==> images/clock_wires.png <==
Scale: 8 px per micron.
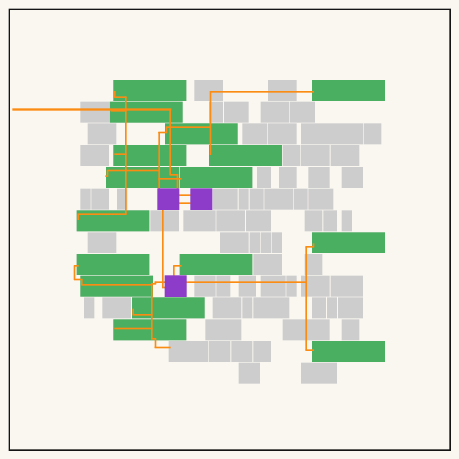
==> images/m2.png <==
Scale: 8 px per micron.
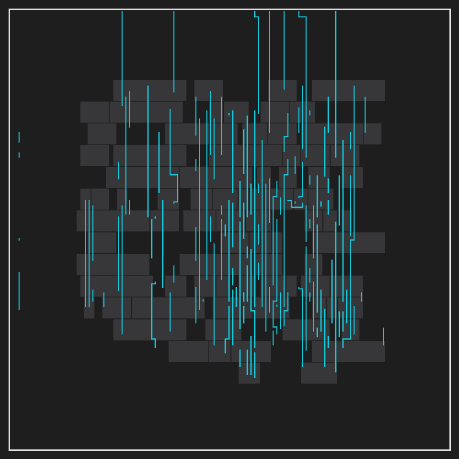
==> images/clock_nets.png <==
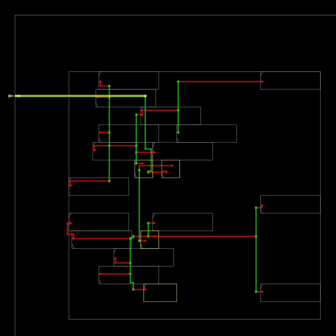
`config.mk`:
```
export PLATFORM = sky130hd
export DESIGN_NAME = c3lib_and_reduce_filt
export DESIGN_NICKNAME = d
export VERILOG_FILES = /design/src/rtl/c3lib_and_reduce_filt.sv
export SDC_FILE = /design/constraint.sdc
export NUM_CORES = 1
export LEC_CHECK = 0
export CAP_MARGIN = 10
export CORE_MARGIN = 8
export CORE_UTILIZATION = 55
export DETAILED_ROUTE_END_ITERATION = 16
export PLACE_DENSITY = 0.88
export SLEW_MARGIN = 20
export SYNTH_ARGS = -nofsm -noshare
export SYNTH_HDL_FRONTEND = slang
export SYNTH_SLANG_ARGS = --single-unit
```
`constraint.sdc`:
```
create_clock -name clk -period 4.5 [get_ports clk]
set_input_delay 0.9 -clock clk [delete_from_list [all_inputs] [get_ports clk]]
set_output_delay 0.9 -clock clk [all_outputs]
set_load 0.01 [all_outputs]
```
`src/rtl/c3lib_and_reduce_filt.sv`:
```
// Masked AND-reduce of WIDTH status inputs with optional 2-flop synchronisers and a
// hysteresis filter, so the combined qualifier only moves after the raw AND has settled.
//   state  | meaning
//   ST_LO  | out = 0, raw low or just reset
//   ST_QHI | out = 0, counting consecutive raw-high cycles
//   ST_HI  | out = 1, raw high
//   ST_QLO | out = 1, counting consecutive raw-low cycles
module c3lib_and_reduce_filt #(
  parameter int WIDTH        = 4,
  parameter int SYNC_EN      = 1,
  parameter int ASSERT_CNT   = 4,
  parameter int DEASSERT_CNT = 1
) (
  input  logic             clk,
  input  logic             rst_n,
  input  logic [WIDTH-1:0] in_data,
  input  logic [WIDTH-1:0] in_mask,
  output logic             out,
  output logic             out_rise,
  output logic             out_fall
);

  localparam int MAX_CNT = (ASSERT_CNT > DEASSERT_CNT) ? ASSERT_CNT : DEASSERT_CNT;
  localparam int CW      = $clog2(MAX_CNT + 1);
  localparam logic [CW-1:0] CNT_ONE = CW'(1);
  localparam logic [CW-1:0] CNT_SAT = CW'(MAX_CNT);
  localparam logic [CW-1:0] CNT_A   = CW'(ASSERT_CNT);
  localparam logic [CW-1:0] CNT_D   = CW'(DEASSERT_CNT);

  typedef enum logic [1:0] {
    ST_LO  = 2'd0,
    ST_QHI = 2'd1,
    ST_HI  = 2'd2,
    ST_QLO = 2'd3
  } state_t;

  logic [WIDTH-1:0] s_data;
  logic             raw;
  state_t           state_q, state_d;
  logic [CW-1:0]    cnt_q, cnt_d, cnt_inc;
  logic             out_q, out_d;
  logic             rise_q, rise_d;
  logic             fall_q, fall_d;

  if (SYNC_EN != 0) begin : g_sync
    logic [WIDTH-1:0] meta_q, meta_d;
    logic [WIDTH-1:0] sync_q, sync_d;

    always_comb begin
      meta_d = in_data;
      sync_d = meta_q;
    end

    always_ff @(posedge clk or negedge rst_n) begin
      if (!rst_n) begin
        meta_q <= '0;
        sync_q <= '0;
      end else begin
        meta_q <= meta_d;
        sync_q <= sync_d;
      end
    end

    assign s_data = sync_q;
  end else begin : g_nosync
    assign s_data = in_data;
  end

  // An all-zero mask would make the AND trivially true; treat it as never qualified.
  assign raw = (|in_mask) & (&(s_data | ~in_mask));

  always_comb begin
    state_d = state_q;
    cnt_d   = cnt_q;
    cnt_inc = (cnt_q == CNT_SAT) ? cnt_q : cnt_q + CNT_ONE;
    case (state_q)
      ST_LO: begin
        if (raw) begin
          if (ASSERT_CNT == 1) begin
            state_d = ST_HI;
            cnt_d   = '0;
          end else begin
            state_d = ST_QHI;
            cnt_d   = CNT_ONE;
          end
        end
      end
      ST_QHI: begin
        if (!raw) begin
          state_d = ST_LO;
          cnt_d   = '0;
        end else if (cnt_inc == CNT_A) begin
          state_d = ST_HI;
          cnt_d   = '0;
        end else begin
          cnt_d = cnt_inc;
        end
      end
      ST_HI: begin
        if (!raw) begin
          if (DEASSERT_CNT == 1) begin
            state_d = ST_LO;
            cnt_d   = '0;
          end else begin
            state_d = ST_QLO;
            cnt_d   = CNT_ONE;
          end
        end
      end
      ST_QLO: begin
        if (raw) begin
          state_d = ST_HI;
          cnt_d   = '0;
        end else if (cnt_inc == CNT_D) begin
          state_d = ST_LO;
          cnt_d   = '0;
        end else begin
          cnt_d = cnt_inc;
        end
      end
      default: begin
        state_d = ST_LO;
        cnt_d   = '0;
      end
    endcase

    // Pulses are computed from the next out value so they line up with the registered out.
    out_d  = (state_d == ST_HI) || (state_d == ST_QLO);
    rise_d = out_d & ~out_q;
    fall_d = ~out_d & out_q;
  end

  always_ff @(posedge clk or negedge rst_n) begin
    if (!rst_n) begin
      state_q <= ST_LO;
      cnt_q   <= '0;
      out_q   <= 1'b0;
      rise_q  <= 1'b0;
      fall_q  <= 1'b0;
    end else begin
      state_q <= state_d;
      cnt_q   <= cnt_d;
      out_q   <= out_d;
      rise_q  <= rise_d;
      fall_q  <= fall_d;
    end
  end

  assign out      = out_q;
  assign out_rise = rise_q;
  assign out_fall = fall_q;

endmodule

```
==> summary.txt <==
final count of negative-setup-slack endpoints = 0
Ports = 13
CTS max path bufs = 2
Cell Pwr Density = 346 nW/um^2
vias per cell = 5.75
Core Util at FP = 56.6%
worst vdd ir = 0.242 mV
CP startpoint = in_mask[3]
adder-cell share of the synthesized area = 3.00%
fmax = 0.442 GHz
per-cell routed wire length = 16.2 microns
CP Launch Type = primary input
WL final = 1.65 mm
remaining antenna violation count = 0
XOR/XNOR Fraction of Synth Area = 1.05%
Required @ worst endpoint = 4.69 ns
Nets = 99
reg2reg end = out_fall
Floorplan Nets = 87
Pleak = 0.427 nW
cell family with most CP delay = simple AND/OR/NAND/NOR gates
crit path buf inv count = 1
Yosys reg bits = 16
Layout Area Growth over Synthesis = 17.9%
post-synthesis compound-gate area fraction = 9.46%
Die Width = 54.9 microns
Synth Area per Inst = 11.1 sq um
# diodes = 0
Worst Reg-to-Reg Cells = 7
R2R Setup Slk = 2.54 ns
Slew headroom = 53.4%
Worst R2R Start = cnt_q[0]
RSZ-0062 raised after global routing = no
Worst Hold Class = reg2reg
MUX area fraction = 8.71%
remaining global-route overflow = 0
layout cells sized above 1 = 17.4%
crit path capture = cnt_q[1]
setup bufs post-CTS = 0
status = finished, final reports clean
PortBufs = 12
DRC Markers = 0
Syn Inst Count = 75
Overall Power = 0.340 mW
Post-DP HPWL = 1.30 mm
CP Max Fanout = 6
Commonest Layout Cell = dfrtp_1
Worst Tran Pin Value = 0.696 ns
Final min period = 2.26 ns
tool warnings = 27
YS warnings = 0
initial drt markers = 15
CP Cell Sequence = clkdlybuf4s50_1 > nand2b_2 > nand4_2 > nor2_2 > mux2_2 > o311ai_2
chip area = 3020 sq um
Fin Setup TNS = 0 ns
drt pass-1 iters = 4
# Cells Yosys = 75
Max Cap Violations = 0
post_cts resized = 0
Fillers = 118
Simple Share, Synth = 24.2%
cell at the slowest stage of the critical path = clkdlybuf4s50_1
Core Rows = 14
critical path data arrival time = 2.45 ns
Final Hold Vio Count = 0
DR vias = 586
antenna violations before repair = 0
clock latency on the worst-skew pair = 0.28 ns
CP max stage delay = 0.48 ns
Critical Path End Type = flop
largest net degree at the start of global routing = 17
Top Layout Cells = 16 x dfrtp_1, 12 x clkdlybuf4s50_1, 5 x inv_1, 5 x mux2i_1
vias in the first global route = 607
Slew Viols, Final = 0
hold_buf cts = 0
-- clock_wires.png (at the start) --
purple -> clock-net drivers  # count 3
green -> flip-flops  # count 16
orange -> clock wires  # length 194 microns
routed clock nets = 4

-- m2.png (at the start) --
longest straight run = 24.5 microns
wire length on this layer = 860 microns
nets with wire on the layer = 90
main direction = vertical
share of all routed wire = 52%

-- clock_nets.png (at the start) --
CTS sink count: 16
clk_skew: 0.00147 ns
CTS Buf Count: 3
clock group power: 0.0930 mW
clock buffers: 4

worst min-delay path by stage:
stage | slack (ns) | cells after the start | start | endpoint
final | 0.36 | 0 | g_sync.meta_q[1] | g_sync.sync_q[1]
after CTS | 0.36 | 0 | g_sync.meta_q[1] | g_sync.sync_q[1]
after global placement | 0.33 | 0 | g_sync.meta_q[3] | g_sync.sync_q[3]
after floorplan | 0.33 | 0 | g_sync.meta_q[0] | g_sync.sync_q[0]
after global routing | 0.38 | 0 | g_sync.meta_q[1] | g_sync.sync_q[1]
after detailed placement | 0.34 | 0 | g_sync.meta_q[1] | g_sync.sync_q[1]
metal layers:
metal | GRT usage [%] | part of all wire (%) | up-vias
met4 | 8.00 | 2.8 | 0
li1 | - | - | 283
met5 | 0 | 0 | -
met2 | 19.6 | 52 | 12
met3 | 4.01 | 3.0 | 4
met1 | 15.1 | 42 | 287
where the power goes:
group          total [mW]  switching [mW]  internal (mW)
clock network      0.0930          0.0438         0.0491
registers           0.171          0.0168          0.154
logic              0.0756          0.0378         0.0378
total               0.340          0.0984          0.241
synthesized netlist by cell type:
cell / n / area, sq um
nand2b_2: 3 / 26.3
inv_1: 5 / 18.8
xnor2_1: 1 / 8.76
o311a_1: 1 / 10.0
dfrtp_1: 16 / 400
nand4_1: 1 / 6.26
buf_2: 1 / 5.00
clkbuf_1: 2 / 7.51
a211oi_1: 1 / 7.51
nor2b_1: 1 / 6.26
nand3_1: 3 / 15.0
a21oi_2: 1 / 8.76
nand4_2: 1 / 12.5
nor2_1: 3 / 11.3
and2_1: 2 / 12.5
nand4b_1: 1 / 8.76
nor4_4: 1 / 21.3
o21bai_1: 1 / 7.51
ha_1: 2 / 25.0
o311ai_2: 1 / 16.3
or2_2: 1 / 6.26
nand2_1: 3 / 11.3
mux2_2: 2 / 22.5
mux2i_1: 5 / 50.1
and4_1: 1 / 8.76
and3_1: 1 / 6.26
or2_1: 1 / 6.26
o21ai_0: 1 / 5.00
o211ai_1: 1 / 7.51
nand2b_1: 1 / 6.26
nor3_1: 3 / 15.0
nor2_2: 1 / 6.26
buf_4: 2 / 15.0
nand3b_1: 2 / 15.0
a311oi_1: 1 / 8.76
o21a_1: 1 / 7.51
layout make-up:
| type | count | area (sq um) | area share [%] |
|---|---|---|---|
| clock buffer | 4 | 36.3 | 3.69 |
| multi-input combinational | 49 | 387 | 39.4 |
| sequential | 16 | 400 | 40.8 |
| timing repair buffer | 12 | 120 | 12.2 |
| tap | 16 | 20.0 | 2.04 |
| inverter | 5 | 18.8 | 1.91 |
stage by stage:
step / util [%] / hold slack (ns) / cell area [sq um] / std cells / worst slack, ns
3_3_place_gp: 64.3 / 0.332 / 946 / 98 / 1.99
4_1_cts: 66.8 / 0.364 / 982 / 102 / 2.24
2_1_floorplan: - / 0.331 / 833 / 75 / 2.58
3_5_place_dp: 64.3 / 0.343 / 946 / 98 / 1.95
5_1_grt: 66.8 / 0.378 / 982 / 102 / 2.18
6_report: 66.8 / 0.364 / 982 / 102 / 2.24
registers in the layout, summed over array words and instances (netlist names):
name           flops
g_sync.meta_q      4
out                1
out_rise           1
g_sync.sync_q      4
cnt_q              3
out_fall           1
state_q            2
Power figures rest on the tool's default switching activity, not on a simulated workload.
